`src/rtl/krypton_vga_timing.sv`:
```
// Krypton VGA timing generator and output stage.
// Produces the pixel H/V counters for the tile-video stage, delays the raw
// sync/blank decode to match that stage's latency, and registers the final
// hsync/vsync/RGB pins. Everything advances only on i_Pix_En strobes.
module krypton_vga_timing #(
   parameter int H_ACTIVE   = 640,
   parameter int H_FP       = 16,
   parameter int H_SYNC     = 96,
   parameter int H_BP       = 48,
   parameter int V_ACTIVE   = 480,
   parameter int V_FP       = 10,
   parameter int V_SYNC     = 2,
   parameter int V_BP       = 33,
   parameter int PIPE_DELAY = 2,
   parameter bit SYNC_POL   = 1'b0
) (
   input  logic       i_Clk,
   input  logic       i_Reset,
   input  logic       i_Pix_En,
   input  logic [8:0] i_color,
   output logic [9:0] o_HCounter,
   output logic [9:0] o_VCounter,
   output logic       o_hsync,
   output logic       o_vsync,
   output logic [2:0] o_red,
   output logic [2:0] o_green,
   output logic [2:0] o_blue,
   output logic       o_active,
   output logic       o_line_start,
   output logic       o_frame_start
);

   localparam int H_TOTAL = H_ACTIVE + H_FP + H_SYNC + H_BP;
   localparam int V_TOTAL = V_ACTIVE + V_FP + V_SYNC + V_BP;

   // Counters are 10 bits wide, so a frame larger than 1024x1024 cannot be counted.
   if (H_TOTAL > 1024 || V_TOTAL > 1024) begin : g_bad_totals
      $error("krypton_vga_timing: H_TOTAL and V_TOTAL must be <= 1024");
   end
   if (PIPE_DELAY < 1 || PIPE_DELAY > 7) begin : g_bad_delay
      $error("krypton_vga_timing: PIPE_DELAY must be 1..7");
   end

   // Decode boundaries kept 11 bits wide so an end bound of exactly 1024 does not wrap.
   localparam logic [9:0]  L_H_LAST   = 10'(H_TOTAL - 1);
   localparam logic [9:0]  L_V_LAST   = 10'(V_TOTAL - 1);
   localparam logic [10:0] L_H_ACT    = 11'(H_ACTIVE);
   localparam logic [10:0] L_V_ACT    = 11'(V_ACTIVE);
   localparam logic [10:0] L_HS_BEG   = 11'(H_ACTIVE + H_FP);
   localparam logic [10:0] L_HS_END   = 11'(H_ACTIVE + H_FP + H_SYNC);
   localparam logic [10:0] L_VS_BEG   = 11'(V_ACTIVE + V_FP);
   localparam logic [10:0] L_VS_END   = 11'(V_ACTIVE + V_FP + V_SYNC);

   logic [9:0]            r_h;
   logic [9:0]            r_v;
   logic [PIPE_DELAY-1:0] r_act_dly;
   logic [PIPE_DELAY-1:0] r_hs_dly;
   logic [PIPE_DELAY-1:0] r_vs_dly;
   logic                  r_hsync;
   logic                  r_vsync;
   logic [8:0]            r_rgb;
   logic                  r_active;
   logic                  r_line_start;
   logic                  r_frame_start;

   logic [10:0] w_h_ext;
   logic [10:0] w_v_ext;
   logic        w_h_wrap;
   logic        w_v_wrap;
   logic        w_act;
   logic        w_hs;
   logic        w_vs;

   // Raw decode of the current counter position (sync flags are "asserted", not pin level).
   always_comb begin
      w_h_ext  = {1'b0, r_h};
      w_v_ext  = {1'b0, r_v};
      w_h_wrap = (r_h == L_H_LAST);
      w_v_wrap = (r_v == L_V_LAST);
      w_act    = (w_h_ext < L_H_ACT) && (w_v_ext < L_V_ACT);
      w_hs     = (w_h_ext >= L_HS_BEG) && (w_h_ext < L_HS_END);
      w_vs     = (w_v_ext >= L_VS_BEG) && (w_v_ext < L_VS_END);
   end

   // Horizontal/vertical pixel counters; V steps once per H wrap.
   always_ff @(posedge i_Clk) begin
      if (i_Reset) begin
         r_h <= '0;
         r_v <= '0;
      end else if (i_Pix_En) begin
         if (w_h_wrap) begin
            r_h <= '0;
            r_v <= w_v_wrap ? 10'd0 : r_v + 10'd1;
         end else begin
            r_h <= r_h + 10'd1;
         end
      end
   end

   // Delay line that lines the decode up with the colour returning from the video stage.
   always_ff @(posedge i_Clk) begin
      if (i_Reset) begin
         r_act_dly <= '0;
         r_hs_dly  <= '0;
         r_vs_dly  <= '0;
      end else if (i_Pix_En) begin
         r_act_dly[0] <= w_act;
         r_hs_dly[0]  <= w_hs;
         r_vs_dly[0]  <= w_vs;
         for (int i = 1; i < PIPE_DELAY; i++) begin
            r_act_dly[i] <= r_act_dly[i-1];
            r_hs_dly[i]  <= r_hs_dly[i-1];
            r_vs_dly[i]  <= r_vs_dly[i-1];
         end
      end
   end

   // Pin register: tail of the delay line plus the colour sampled on the same strobe.
   always_ff @(posedge i_Clk) begin
      if (i_Reset) begin
         r_hsync  <= ~SYNC_POL;
         r_vsync  <= ~SYNC_POL;
         r_rgb    <= '0;
         r_active <= 1'b0;
      end else if (i_Pix_En) begin
         r_active <= r_act_dly[PIPE_DELAY-1];
         r_hsync  <= r_hs_dly[PIPE_DELAY-1] ? SYNC_POL : ~SYNC_POL;
         r_vsync  <= r_vs_dly[PIPE_DELAY-1] ? SYNC_POL : ~SYNC_POL;
         r_rgb    <= r_act_dly[PIPE_DELAY-1] ? i_color : 9'd0;
      end
   end

   // One-clock line/frame pulses; cleared every clock so they never stretch between strobes.
   always_ff @(posedge i_Clk) begin
      if (i_Reset) begin
         r_line_start  <= 1'b0;
         r_frame_start <= 1'b0;
      end else begin
         r_line_start  <= i_Pix_En && w_h_wrap;
         r_frame_start <= i_Pix_En && w_h_wrap && w_v_wrap;
      end
   end

   assign o_HCounter    = r_h;
   assign o_VCounter    = r_v;
   assign o_hsync       = r_hsync;
   assign o_vsync       = r_vsync;
   assign o_red         = r_rgb[8:6];
   assign o_green       = r_rgb[5:3];
   assign o_blue        = r_rgb[2:0];
   assign o_active      = r_active;
   assign o_line_start  = r_line_start;
   assign o_frame_start = r_frame_start;

endmodule

```
`config.mk`:
```
export PLATFORM = sky130hd
export DESIGN_NAME = krypton_vga_timing
export DESIGN_NICKNAME = d
export VERILOG_FILES = /design/src/rtl/krypton_vga_timing.sv
export SDC_FILE = /design/constraint.sdc
export NUM_CORES = 1
export LEC_CHECK = 0
export CAP_MARGIN = 30
export CORE_AREA = 2 2 79 81
export DETAILED_ROUTE_END_ITERATION = 12
export DIE_AREA = 0 0 81 83
export GPL_TIMING_DRIVEN = 0
export PLACE_DENSITY_LB_ADDON = 0.3
export SLEW_MARGIN = 20
export SYNTH_ARGS = -nofsm -noshare
export SYNTH_HDL_FRONTEND = slang
export SYNTH_SLANG_ARGS = --single-unit
```
`constraint.sdc`:
```
create_clock -name i_Clk -period 3 [get_ports i_Clk]
set_clock_uncertainty 0.1 [all_clocks]
set_input_delay 0.6 -clock i_Clk [delete_from_list [all_inputs] [get_ports i_Clk]]
set_output_delay 0.6 -clock i_Clk [all_outputs]
set_load 0.05 [all_outputs]
```
==> run_1/clock_nets.png <==
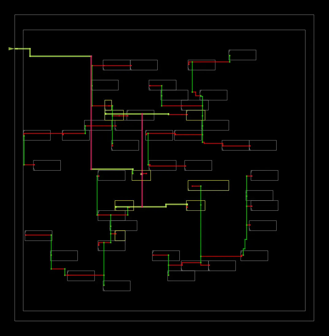
clock buf count: 5
clk sinks: 40

==> run_1/clock_wires.png <==
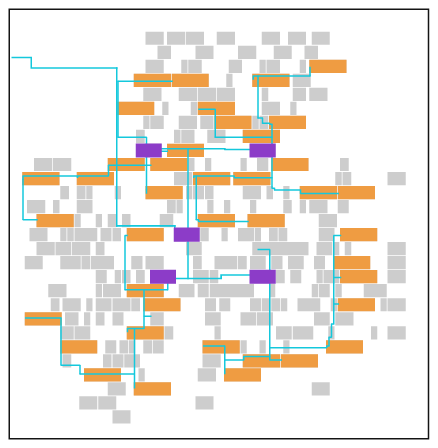
- flip-flops: orange (count 40)
- clock-net drivers: purple (count 5)
- clock wires: cyan (length 484 µm)
- routed clock nets: 6

==> CHANGELOG.md, run 1 <==
## Flow update

* Status: complete, no violations
* Main flop type: dfxtp_1
* Max Used Layer: met4
* CTS root buf: clkbuf_8
* Logic pwr share at between 7 and 8%
* CP Class: flip-flop to output port
* Antenna Diode Count at 0
* Initial antenna violation count at 0
* Met3 Routed Length at 200 µm
* TAP cells at between 70 and 80
* Sequential Area at 801 µm²
* Clock buffer depth at 2
* Largest cell class by area: logic gates
* Delay-heaviest family, CP: buffers and inverters
* Gate Area at approximately 840 µm²
* CP startpoint: o_HCounter[7]$_SDFFE_PP0P_
* Top Ports at ~46
* Count of tool warnings at 29
* Slowest cell delay on critical path at between 800 and 900 ps
* Tightest Pin Transition at 582 ps
* GRT overflow at 0
* Fmax at 419 MHz
* CP Launch Type: flip-flop
* CTS Hold Buffers Added at 0
* CP required at about 2300 ps
* Placed cells at about 310
* Detail Route met2 WL at 1.86 mm
* FF+latch count at about 40
* Worst-case vdd ir drop at between 150 and 200 µV
* Cell area after synthesis at roughly 1700 µm²
* Non-Filler Instances at approximately 320
* Worst hold path depth at 2
* Flop pwr share at roughly 52%
* Flop share of the area at about a third
* Vias in the first global route at roughly 1,500
* WL met1 at 1.90 mm
* Logic power comb at 0.0741 mW
* RR Startpoint: o_HCounter[0]$_SDFFE_PP0P_
* ClkCell Share at ~4.7%
* DPL Wire Length at between 2 and 3 mm
* Count of final setup violators at 0
* Relative slew margins at 61.2%
* Layout non-clock buf frac at 20.4%
* Largest net degree at the start of global routing at 14
* Routed WL at about 4.0 mm
==> run_1/m1.png <==
Supply wires on this layer in grey.
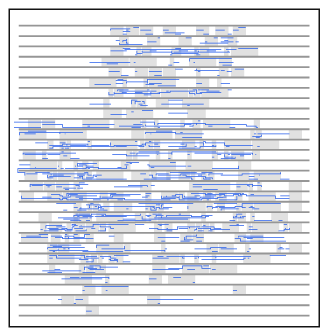
- nets with wire on the layer: 226
- wire length on this layer: 1,900 µm
- longest straight run: 25.3 µm
- share of all routed wire: 47%
- main direction: horizontal

run 1: synthesized netlist by cell type, drive strengths merged (2+ instances only):
master	instances
or4b	3
or3	4
ha	4
and3	2
nand2	11
nand3	4
and4	2
inv	7
nor3	6
nand2b	3
nor2	29
o41ai	2
xor2	6
nand4b	2
o21ai	7
a22oi	9
or4	2
mux2i	4
nor4b	2
buf	5
nand4	9
xnor2	5
a21oi	12
clkbuf	5
dfxtp	40
run 1: kinds of logic after synthesis:
family | Yosys count | share of synthesized area, %
adders and majority gates | 4 | 2.91
DFF | 40 | 46.6
and+or+nand+nor | 82 | 26.6
muxes | 4 | 2.33
buffers and inverters | 17 | 4.37
AOI/OAI and AO/OA | 32 | 11.6
xor gates and xnor gates | 11 | 5.61
## Run 2: what changed since run 1
- clock period: 3 -> 1.95 ns (I/O delays scaled with it)
==> run_2/clock_nets.png <==
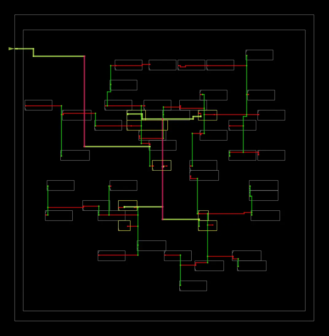
CTS buffer count: 5
FF+latch count: 40
clock latency on the worst-skew pair: 300 ps
power in the clock group: 0.694 mW

==> CHANGELOG.md, run 2 <==
## Flow update

* Post-Synth Adder-Cell Area at under 10%
* CP startpoint: o_line_start$_SDFF_PP0_
* Area fraction in mux cells at 2.33%
* Synth Area in Compound Gates at around 12%
* Tightest Pin Transition at 561 ps
* Largest net degree at the start of global routing at 15
* Synth cell count leaders: 40 x dfxtp_1, 29 x nor2_1, 12 x a21oi_1
* Initial antenna violation count at 0
* Relative slew margins at 62.6%
* Delay-heaviest family, CP: buffers and inverters
* Simple-Gate Fraction of Synth Area at between 20% and 30%
* CP required at around 1500 ps
* Max Used Layer: met4
* Worst hold path depth at 3
* Top logic family: simple AND/OR/NAND/NOR gates
* CP Class: flip-flop to output port
* Logic pwr share at approximately 6.8%
* Slowest cell delay on critical path at approximately 800 ps
* Clk sinks at 40
* Sequential Area at just over 800 µm²
* Top Ports at 46
* RR Startpoint: o_HCounter[6]$_SDFFE_PP0P_
* CP Launch Type: flip-flop
* Status: complete, no violations
* CTS root buf: clkbuf_8
* DPL Wire Length at 2.80 mm
* CTS Hold Buffers Added at 0
* Most numerous cell in the Yosys netlist: dfxtp_1
* Antenna Diode Count at 0
* Met3 Routed Length at 215 µm
* Cell area after synthesis at ~1700 µm²
* Routed WL at between 4 and 5 mm
* Count of tool warnings at 29
* Flop pwr share at 50.9%
* Clock buffer depth at 2
* Vias in the first global route at around 1,400
* Fmax at 527 MHz
* Logic power comb at about 0.11 mW
==> run_2/m1.png <==
Supply wires on this layer in grey.
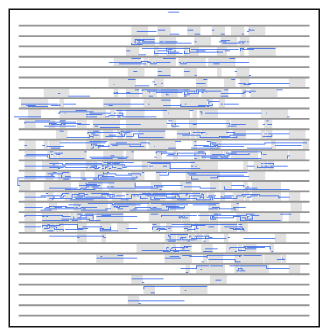
- wire length on this layer: 2,040 µm
- share of all routed wire: 49%
- longest straight run: 21.2 µm
- nets with wire on the layer: 225
- main direction: horizontal

==> run 2: stage by stage <==
step,cell area (µm²),instances,util (%)
2_1_floorplan,1730,190,-
3_3_place_gp,2250,308,38.8
3_5_place_dp,2250,308,38.8
4_1_cts,2350,316,40.4
5_1_grt,2470,320,42.4
6_report,2470,320,42.4
==> run 2: repair_timing <==
action | 4_1_cts | 5_1_grt
resized | 21 | 23
endpoints found under the setup margin | 21 | 21
setup buffers | 0 | 4
pin swaps | 0 | 5
==> run 2: final cells by class <==
class	count	area share (%)
plain buffers	10	2.48
repair buffers	47	18.9
multi-input cells	133	36.2
clock inverters	3	1.88
well taps	75	3.80
inverters	7	1.06
clock buffers	5	2.79
flip-flops and latches	40	33.0
Power and IR drop assume default switching activity.
